### src/rtl/mipspkg.sv
// Shared types for the instruction fetch path.
package mipspkg;

  // Fetch FSM states.
  typedef enum logic [1:0] {
    IDLE    = 2'd0,
    FETCH   = 2'd1,
    DISCARD = 2'd2
  } fetch_state_e;

  typedef logic [31:0] word_t;

  localparam int unsigned INSTR_BYTES = 4;

  // One buffered instruction tagged with its fetch address.
  typedef struct packed {
    word_t pc;
    word_t instr;
  } fetch_entry_t;

endpackage

### src/rtl/fetch_fifo.sv
// Synchronous FIFO of {pc, instr} entries for the fetch unit.
// Ports:
//   clk, reset        clock; synchronous active-low reset
//   flush             empties the FIFO; overrides push and pop
//   push, push_pc,
//   push_instr        write one entry (ignored when full)
//   pop               drop the head entry (ignored when empty)
//   head_pc,
//   head_instr        head entry, read from flop storage
//   count             occupied entries, one bit wider than the pointers
module fetch_fifo
  import mipspkg::*;
#(
  parameter int unsigned DEPTH = 4,
  localparam int unsigned PTR_W = $clog2(DEPTH),
  localparam int unsigned CNT_W = PTR_W + 1
) (
  input  logic             clk,
  input  logic             reset,
  input  logic             flush,
  input  logic             push,
  input  logic [31:0]      push_pc,
  input  logic [31:0]      push_instr,
  input  logic             pop,
  output logic [31:0]      head_pc,
  output logic [31:0]      head_instr,
  output logic [CNT_W-1:0] count
);

  fetch_entry_t             mem_q [DEPTH];
  fetch_entry_t             mem_d [DEPTH];
  logic [PTR_W-1:0]         wr_ptr_q, wr_ptr_d;
  logic [PTR_W-1:0]         rd_ptr_q, rd_ptr_d;
  logic [CNT_W-1:0]         count_q, count_d;
  logic                     push_en;
  logic                     pop_en;

  // Next-state for storage, pointers and occupancy.
  always_comb begin
    mem_d    = mem_q;
    wr_ptr_d = wr_ptr_q;
    rd_ptr_d = rd_ptr_q;
    count_d  = count_q;
    push_en  = push && (count_q != CNT_W'(DEPTH));
    pop_en   = pop && (count_q != '0);

    if (flush) begin
      wr_ptr_d = '0;
      rd_ptr_d = '0;
      count_d  = '0;
    end else begin
      if (push_en) begin
        mem_d[wr_ptr_q] = '{pc: push_pc, instr: push_instr};
        wr_ptr_d        = wr_ptr_q + PTR_W'(1);
      end
      if (pop_en) begin
        rd_ptr_d = rd_ptr_q + PTR_W'(1);
      end
      count_d = count_q + CNT_W'(push_en) - CNT_W'(pop_en);
    end
  end

  // State registers; storage is cleared on reset so the head reads zero.
  always_ff @(posedge clk) begin
    if (!reset) begin
      for (int i = 0; i < int'(DEPTH); i++) begin
        mem_q[i] <= '0;
      end
      wr_ptr_q <= '0;
      rd_ptr_q <= '0;
      count_q  <= '0;
    end else begin
      mem_q    <= mem_d;
      wr_ptr_q <= wr_ptr_d;
      rd_ptr_q <= rd_ptr_d;
      count_q  <= count_d;
    end
  end

  assign head_pc    = mem_q[rd_ptr_q].pc;
  assign head_instr = mem_q[rd_ptr_q].instr;
  assign count      = count_q;

endmodule

### src/rtl/instr_fetch_unit.sv
// Instruction fetch unit: requests sequential words from instruction memory
// over req/ack, buffers them PC-tagged in a FIFO and hands them to decode
// over valid/ready. A redirect flushes the stream and restarts at a new PC.
// Ports:
//   clk, reset                  clock; synchronous active-low reset
//   imem_req, imem_addr         fetch request and word address (registered)
//   imem_ack, imem_rdata        memory accept and returned instruction
//   inst_valid, inst_data,
//   inst_pc, inst_ready         decode-side valid/ready stream
//   redirect, redirect_pc       flush and restart fetching
//   fifo_count                  buffered entries
module instr_fetch_unit
  import mipspkg::*;
#(
  parameter int unsigned  DEPTH    = 4,
  parameter logic [31:0]  RESET_PC = 32'h0000_0000,
  localparam int unsigned CNT_W    = $clog2(DEPTH) + 1
) (
  input  logic             clk,
  input  logic             reset,
  output logic             imem_req,
  output logic [31:0]      imem_addr,
  input  logic             imem_ack,
  input  logic [31:0]      imem_rdata,
  output logic             inst_valid,
  output logic [31:0]      inst_data,
  output logic [31:0]      inst_pc,
  input  logic             inst_ready,
  input  logic             redirect,
  input  logic [31:0]      redirect_pc,
  output logic [CNT_W-1:0] fifo_count
);

  fetch_state_e     state_q, state_d;
  word_t            fetch_pc_q, fetch_pc_d;
  word_t            addr_q, addr_d;
  logic             req_q, req_d;
  logic             valid_q, valid_d;
  logic             push;
  logic             pop;
  logic             flush;
  logic [CNT_W-1:0] count;
  logic [CNT_W-1:0] count_nxt;
  logic             redirect_lsb_unused;

  // Word alignment discards the low address bits.
  assign redirect_lsb_unused = ^redirect_pc[1:0];

  // Next-state, FIFO control and next values of the registered outputs.
  always_comb begin
    state_d    = state_q;
    fetch_pc_d = fetch_pc_q;
    push       = 1'b0;
    pop        = 1'b0;
    flush      = 1'b0;

    unique case (state_q)
      IDLE: begin
        state_d = FETCH;
      end
      FETCH: begin
        if (req_q && imem_ack) begin
          push       = 1'b1;
          fetch_pc_d = fetch_pc_q + 32'(INSTR_BYTES);
        end
        pop = valid_q && inst_ready;
      end
      DISCARD: begin
        // The abandoned request completes here; its data is dropped.
        if (imem_ack) begin
          state_d = FETCH;
        end
      end
      default: begin
        state_d = IDLE;
      end
    endcase

    // A still-unanswered request must be drained before the new PC is sent.
    if (redirect) begin
      flush      = 1'b1;
      push       = 1'b0;
      pop        = 1'b0;
      fetch_pc_d = {redirect_pc[31:2], 2'b00};
      state_d    = (req_q && !imem_ack) ? DISCARD : FETCH;
    end

    count_nxt = flush ? '0 : (count + CNT_W'(push) - CNT_W'(pop));
    valid_d   = (count_nxt != '0);
    req_d     = (state_d == DISCARD) ||
                ((state_d == FETCH) && (count_nxt < CNT_W'(DEPTH)));
    // DISCARD keeps presenting the address the memory has not yet answered.
    addr_d    = (state_d == DISCARD) ? addr_q : fetch_pc_d;
  end

  // State and output registers.
  always_ff @(posedge clk) begin
    if (!reset) begin
      state_q    <= IDLE;
      fetch_pc_q <= RESET_PC;
      addr_q     <= RESET_PC;
      req_q      <= 1'b0;
      valid_q    <= 1'b0;
    end else begin
      state_q    <= state_d;
      fetch_pc_q <= fetch_pc_d;
      addr_q     <= addr_d;
      req_q      <= req_d;
      valid_q    <= valid_d;
    end
  end

  fetch_fifo #(
    .DEPTH (DEPTH)
  ) u_fifo (
    .clk        (clk),
    .reset      (reset),
    .flush      (flush),
    .push       (push),
    .push_pc    (fetch_pc_q),
    .push_instr (imem_rdata),
    .pop        (pop),
    .head_pc    (inst_pc),
    .head_instr (inst_data),
    .count      (count)
  );

  assign imem_req   = req_q;
  assign imem_addr  = addr_q;
  assign inst_valid = valid_q;
  assign fifo_count = count;

endmodule

### config.mk
export PLATFORM = sky130hd
export DESIGN_NAME = instr_fetch_unit
export DESIGN_NICKNAME = d
export VERILOG_FILES = /design/src/rtl/mipspkg.sv /design/src/rtl/fetch_fifo.sv /design/src/rtl/instr_fetch_unit.sv
export SDC_FILE = /design/constraint.sdc
export NUM_CORES = 1
export LEC_CHECK = 0
export ABC_AREA = 1
export CORE_MARGIN = 8
export CORE_UTILIZATION = 50
export DETAILED_ROUTE_END_ITERATION = 6
export GPL_TIMING_DRIVEN = 0
export PLACE_DENSITY = 0.7
export SYNTH_ARGS = -nofsm -noshare
export SYNTH_HDL_FRONTEND = slang
export SYNTH_HIERARCHICAL = 1
export SYNTH_SLANG_ARGS = --single-unit
### constraint.sdc
create_clock -name clk -period 5.24 [get_ports clk]
set_clock_uncertainty 0.05 [all_clocks]
set_input_delay 0.786 -clock clk [delete_from_list [all_inputs] [get_ports clk]]
set_output_delay 0.786 -clock clk [all_outputs]
set_load 0.05 [all_outputs]
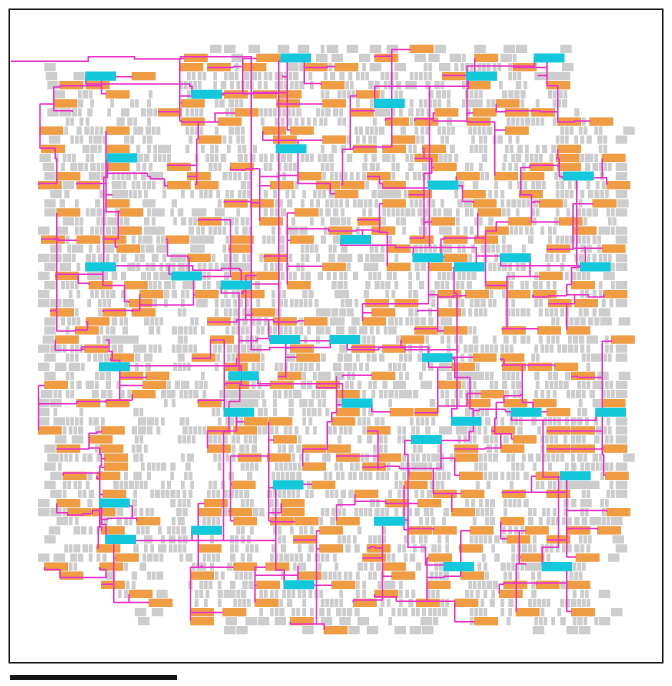
*Clock distribution, run 1*
Scale bar: 50 um.
- clock wires: magenta (length 4,210 um)
- clock drivers: cyan (count 38)
- flip-flops: orange (count 331)
- routed clock nets: 39
- flops lie: widely spread
Skew-Pair Late Insertion Delay: 530 ps
clock power share: 47.7%
clk pwr: 2.79 mW

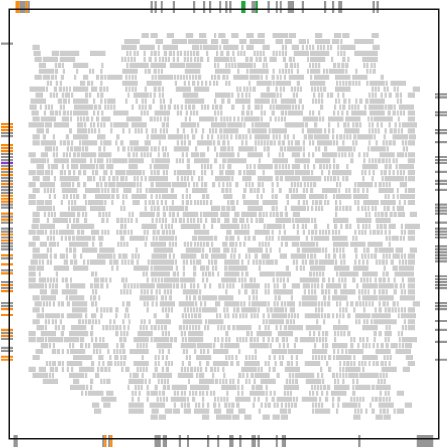
*Ports around the boundary, run 1*
Pins as bars across the die edge, other pins in gray.
- imem_addr: orange (pins 32; direction output; edge 27 left, 3 top, 2 bottom)
- fifo_count: green (pins 3; direction output; edge top)
- imem_req: purple (pins 1; direction output; edge left)
- all pins by edge: 61 left, 41 right, 35 top, 33 bottom
Die W: 195 um
IO Port Bufs: 167
Die Span Y: 195 um

==> reports/metrics.yaml, run 1 <==
status: "complete, no violations"
grt_usage_pct: 25.1
areaGrowthSynthToFinish_pct: 21.8
yosys.area.top_type: "dfxtp_1"
r2r_end: "u_fifo/count[2]"
post-cts-setup-buffer-count: 0
antennaDiodeCount: 0
slew_headroom_pct: 46.7
holdBufCountCts: 0
clkSinkCount: 331
yosys_area_sq_um: 16100
crit-reg2reg-launch: "state_q[1]"
lay_top_count: "nand2_1"
enable_flop_cells: 0
p_seq_share_pct: 44.7
syn_nets: 2665
layout-drive-gt1-share_pct: 5.96
hold_end: "imem_addr[20]"
syn_inst: 2585
drtAntennaViolNets: 0
r2r_cells: 15
wirelength_met1_um: 21400
adder_share_pct: 0.950
power.group.top: "the clock network"
tool_warnings: 31
finalClockPeriodUsage_pct: 77.7
cellLeakagePower_nw: 10.0
cap_viol_max_count: 0
crit_path_start: "u_fifo/rd_ptr_q[1]"
ys_types: 35
fillers: 3005
logic_gate_count: 1773
cp_max_fo: 10
io_pins: 170
antenna_found_initial: 0
min_from: "imem_addr[20]"
ys_top_cells_by_area: "dfxtp_1 41%, nand2_1 18%, nor2_1 14%"
top_cells_by_count: "754 x nand2_1, 595 x nor2_1, 332 x inv_1"
cp.buffers_inverters: 4
slew_viol_final: 0
ys_cells: 2585
ys.warnings.count: 6
compound_area_share_pct: 9.81
drt_iter0_drc: 1114
dr_total_vias: 15974
synth-async-reset-ratio_pct: 0
endpoint: "inst_pc[11]"
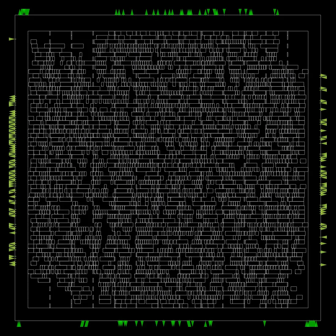
*Cell placement, run 1*
Core ar.: 31,600 sq um
sequential share of cell area: 33.9%
Cell Count, Final, Fillers Out: 3,222
final core area utilization: 61.8%

==> run 1 -> run 2 <==
==> constraint.sdc (replaced) <==
create_clock -name clk -period 3.9 [get_ports clk]
set_clock_uncertainty 0.05 [all_clocks]
set_input_delay 0.585 -clock clk [delete_from_list [all_inputs] [get_ports clk]]
set_output_delay 0.585 -clock clk [all_outputs]
set_load 0.05 [all_outputs]
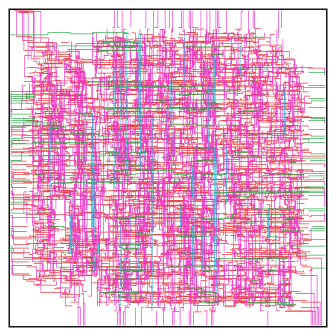
*Wiring by layer, run 2*
- metal 3: green (wire length 3,380 um)
- metal 4: cyan (wire length 2,040 um)
- metal 2: magenta (wire length 22.6 mm)
- metal 1: red (wire length 21.3 mm)
DR WL/cell: 15.3 um
vias: 16,014
Routed WL: 49,300 um

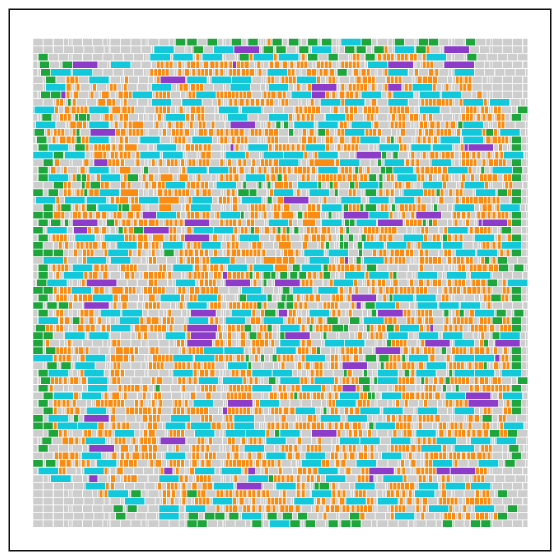
*Placement by cell class, run 2*
Fill, decap, tap and diode cells in gray.
- combinational and other logic: orange (cells 2,107)
- other buffers and delay cells: green (cells 313)
- clock drivers and dummy loads: purple (cells 68)
- flops: cyan (cells 331)
sequential share of cell area: 33.9%
Rows: 65
final core area utilization: 61.8%
cell area after layout: 19,600 sq um

==> run 2 against run 1 <==
Compared with the run above: worst setup slack worse by 1100 ps; largest power group unchanged; hold slack about the same; clock power up 34%; largest cell class unchanged; via count up 0.25%; critical path depth unchanged; cell area about the same; global-route usage unchanged.
==> reports/metrics.yaml, run 2 <==
ys.warnings.count: 6
placement.io_buffers: 167
cp_max_fo: 10
ys_types: 35
adder_share_pct: 0.950
antennaDiodeCount: 0
antenna_found_initial: 0
logic_gate_count: 1773
syn_inst: 2585
die_y_um: 195
endpoint: "inst_pc[12]"
r2r_cells: 15
powerClk_mw: 3.75
areaGrowthSynthToFinish_pct: 21.8
status: "complete, no violations"
slew_headroom_pct: 47.2
finalClockPeriodUsage_pct: 98.2
compound_area_share_pct: 9.81
fillers: 3004
ys_cells: 2585
fin_cells: 3221
cellLeakagePower_nw: 10.0
synth-async-reset-ratio_pct: 0
top_cells_by_count: "754 x nand2_1, 595 x nor2_1, 332 x inv_1"
r2r_end: "u_fifo/count[2]"
p_seq_share_pct: 44.7
post-cts-setup-buffer-count: 0
grt_usage_pct: 25.1
io_pins: 170
syn_nets: 2665
clk_latency_ps: 530
clockPowerShare_pct: 47.7
ys_top_cells_by_area: "dfxtp_1 41%, nand2_1 18%, nor2_1 14%"
yosys.area.top_type: "dfxtp_1"
hold_end: "imem_addr[20]"
drt_iter0_drc: 1204
layout-drive-gt1-share_pct: 6.00
crit-reg2reg-launch: "state_q[1]"
wirelength_met1_um: 21300
yosys_area_sq_um: 16100
holdBufCountCts: 0
dieWidth_um: 195
==> run 2 -> run 3 <==
--- a/config.mk
+++ b/config.mk
@@ -10,7 +10,7 @@
 export CORE_UTILIZATION = 50
 export DETAILED_ROUTE_END_ITERATION = 6
 export GPL_TIMING_DRIVEN = 0
-export PLACE_DENSITY = 0.7
+export PLACE_DENSITY = 0.72
 export SYNTH_ARGS = -nofsm -noshare
 export SYNTH_HDL_FRONTEND = slang
 export SYNTH_HIERARCHICAL = 1
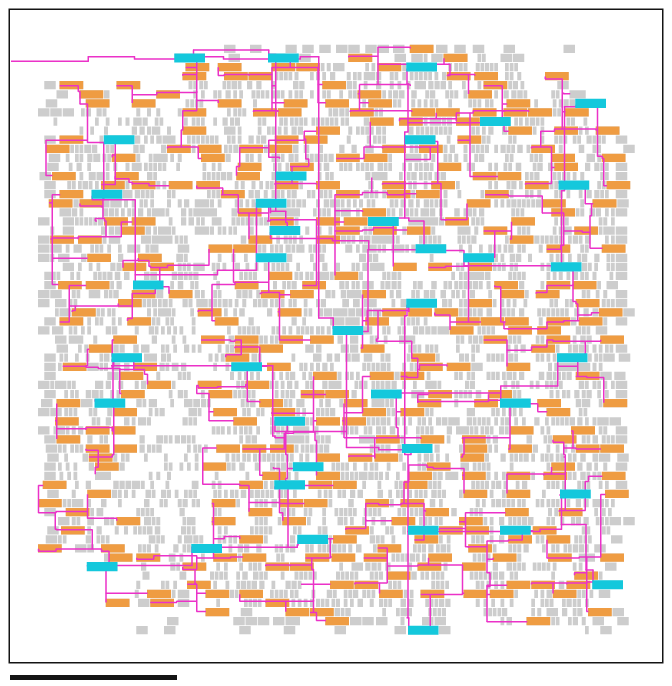
*Clock distribution, run 3*
Scale bar: 50 um.
- clock drivers: cyan (count 38)
- clock wires: magenta (length 4,200 um)
- flip-flops: orange (count 331)
- routed clock nets: 39
- flops lie: widely spread

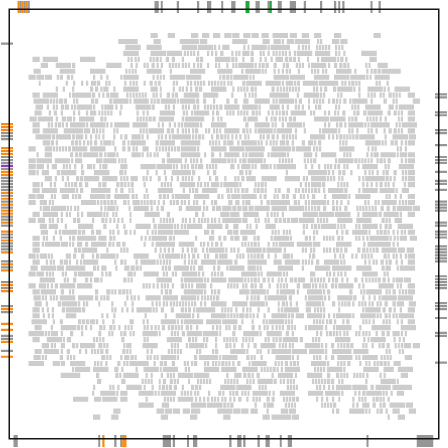
*Ports around the boundary, run 3*
Pins as bars across the die edge, other pins in gray.
- imem_req: purple (pins 1; direction output; edge left)
- imem_addr: orange (pins 32; direction output; edge 26 left, 3 bottom, 3 top)
- fifo_count: green (pins 3; direction output; edge top)
- all pins by edge: 60 left, 41 right, 35 bottom, 34 top

==> run 3 against run 2 <==
Compared with the run above: critical path depth is the same; die size unchanged; global-route usage up 0.33 points; largest power group unchanged; count of clock-buffer cells in the layout increased by 6; worst setup slack got worse by 1.8 ps; clock power decreased by 5.6%.
==> reports/metrics.yaml, run 3 <==
endpoint: "inst_pc[11]"
post-cts-setup-buffer-count: 0
fin_cells: 3219
layout-drive-gt1-share_pct: 5.75
hold_end: "imem_addr[24]"
clockPowerShare_pct: 46.2
synth-async-reset-ratio_pct: 0
antennaDiodeCount: 0
clk_latency_ps: 520
enable_flop_cells: 0
logic_gate_count: 1773
grt_usage_pct: 25.4
cap_viol_max_count: 0
min_from: "imem_addr[24]"
routedWlPerCell_um: 15.5
r2r_end: "u_fifo/count[2]"
cp_max_fo: 10
slew_viol_final: 0
holdBufCountCts: 0
ys.warnings.count: 6
fillers: 2982
placement.io_buffers: 167
crit-reg2reg-launch: "state_q[1]"
cellLeakagePower_nw: 10.0
clkSinkCount: 331
r2r_cells: 15
routed_wl_um: 49800
finalClockPeriodUsage_pct: 98.2
p_seq_share_pct: 46.0
status: "complete, no violations"
seq-cell-share_pct: 34.0
drtAntennaViolNets: 0
yosys_area_sq_um: 16100
syn_inst: 2585
top_cells_by_count: "754 x nand2_1, 595 x nor2_1, 332 x inv_1"
io_pins: 170
No activity file was given, so power comes from the tool's default toggle rates.
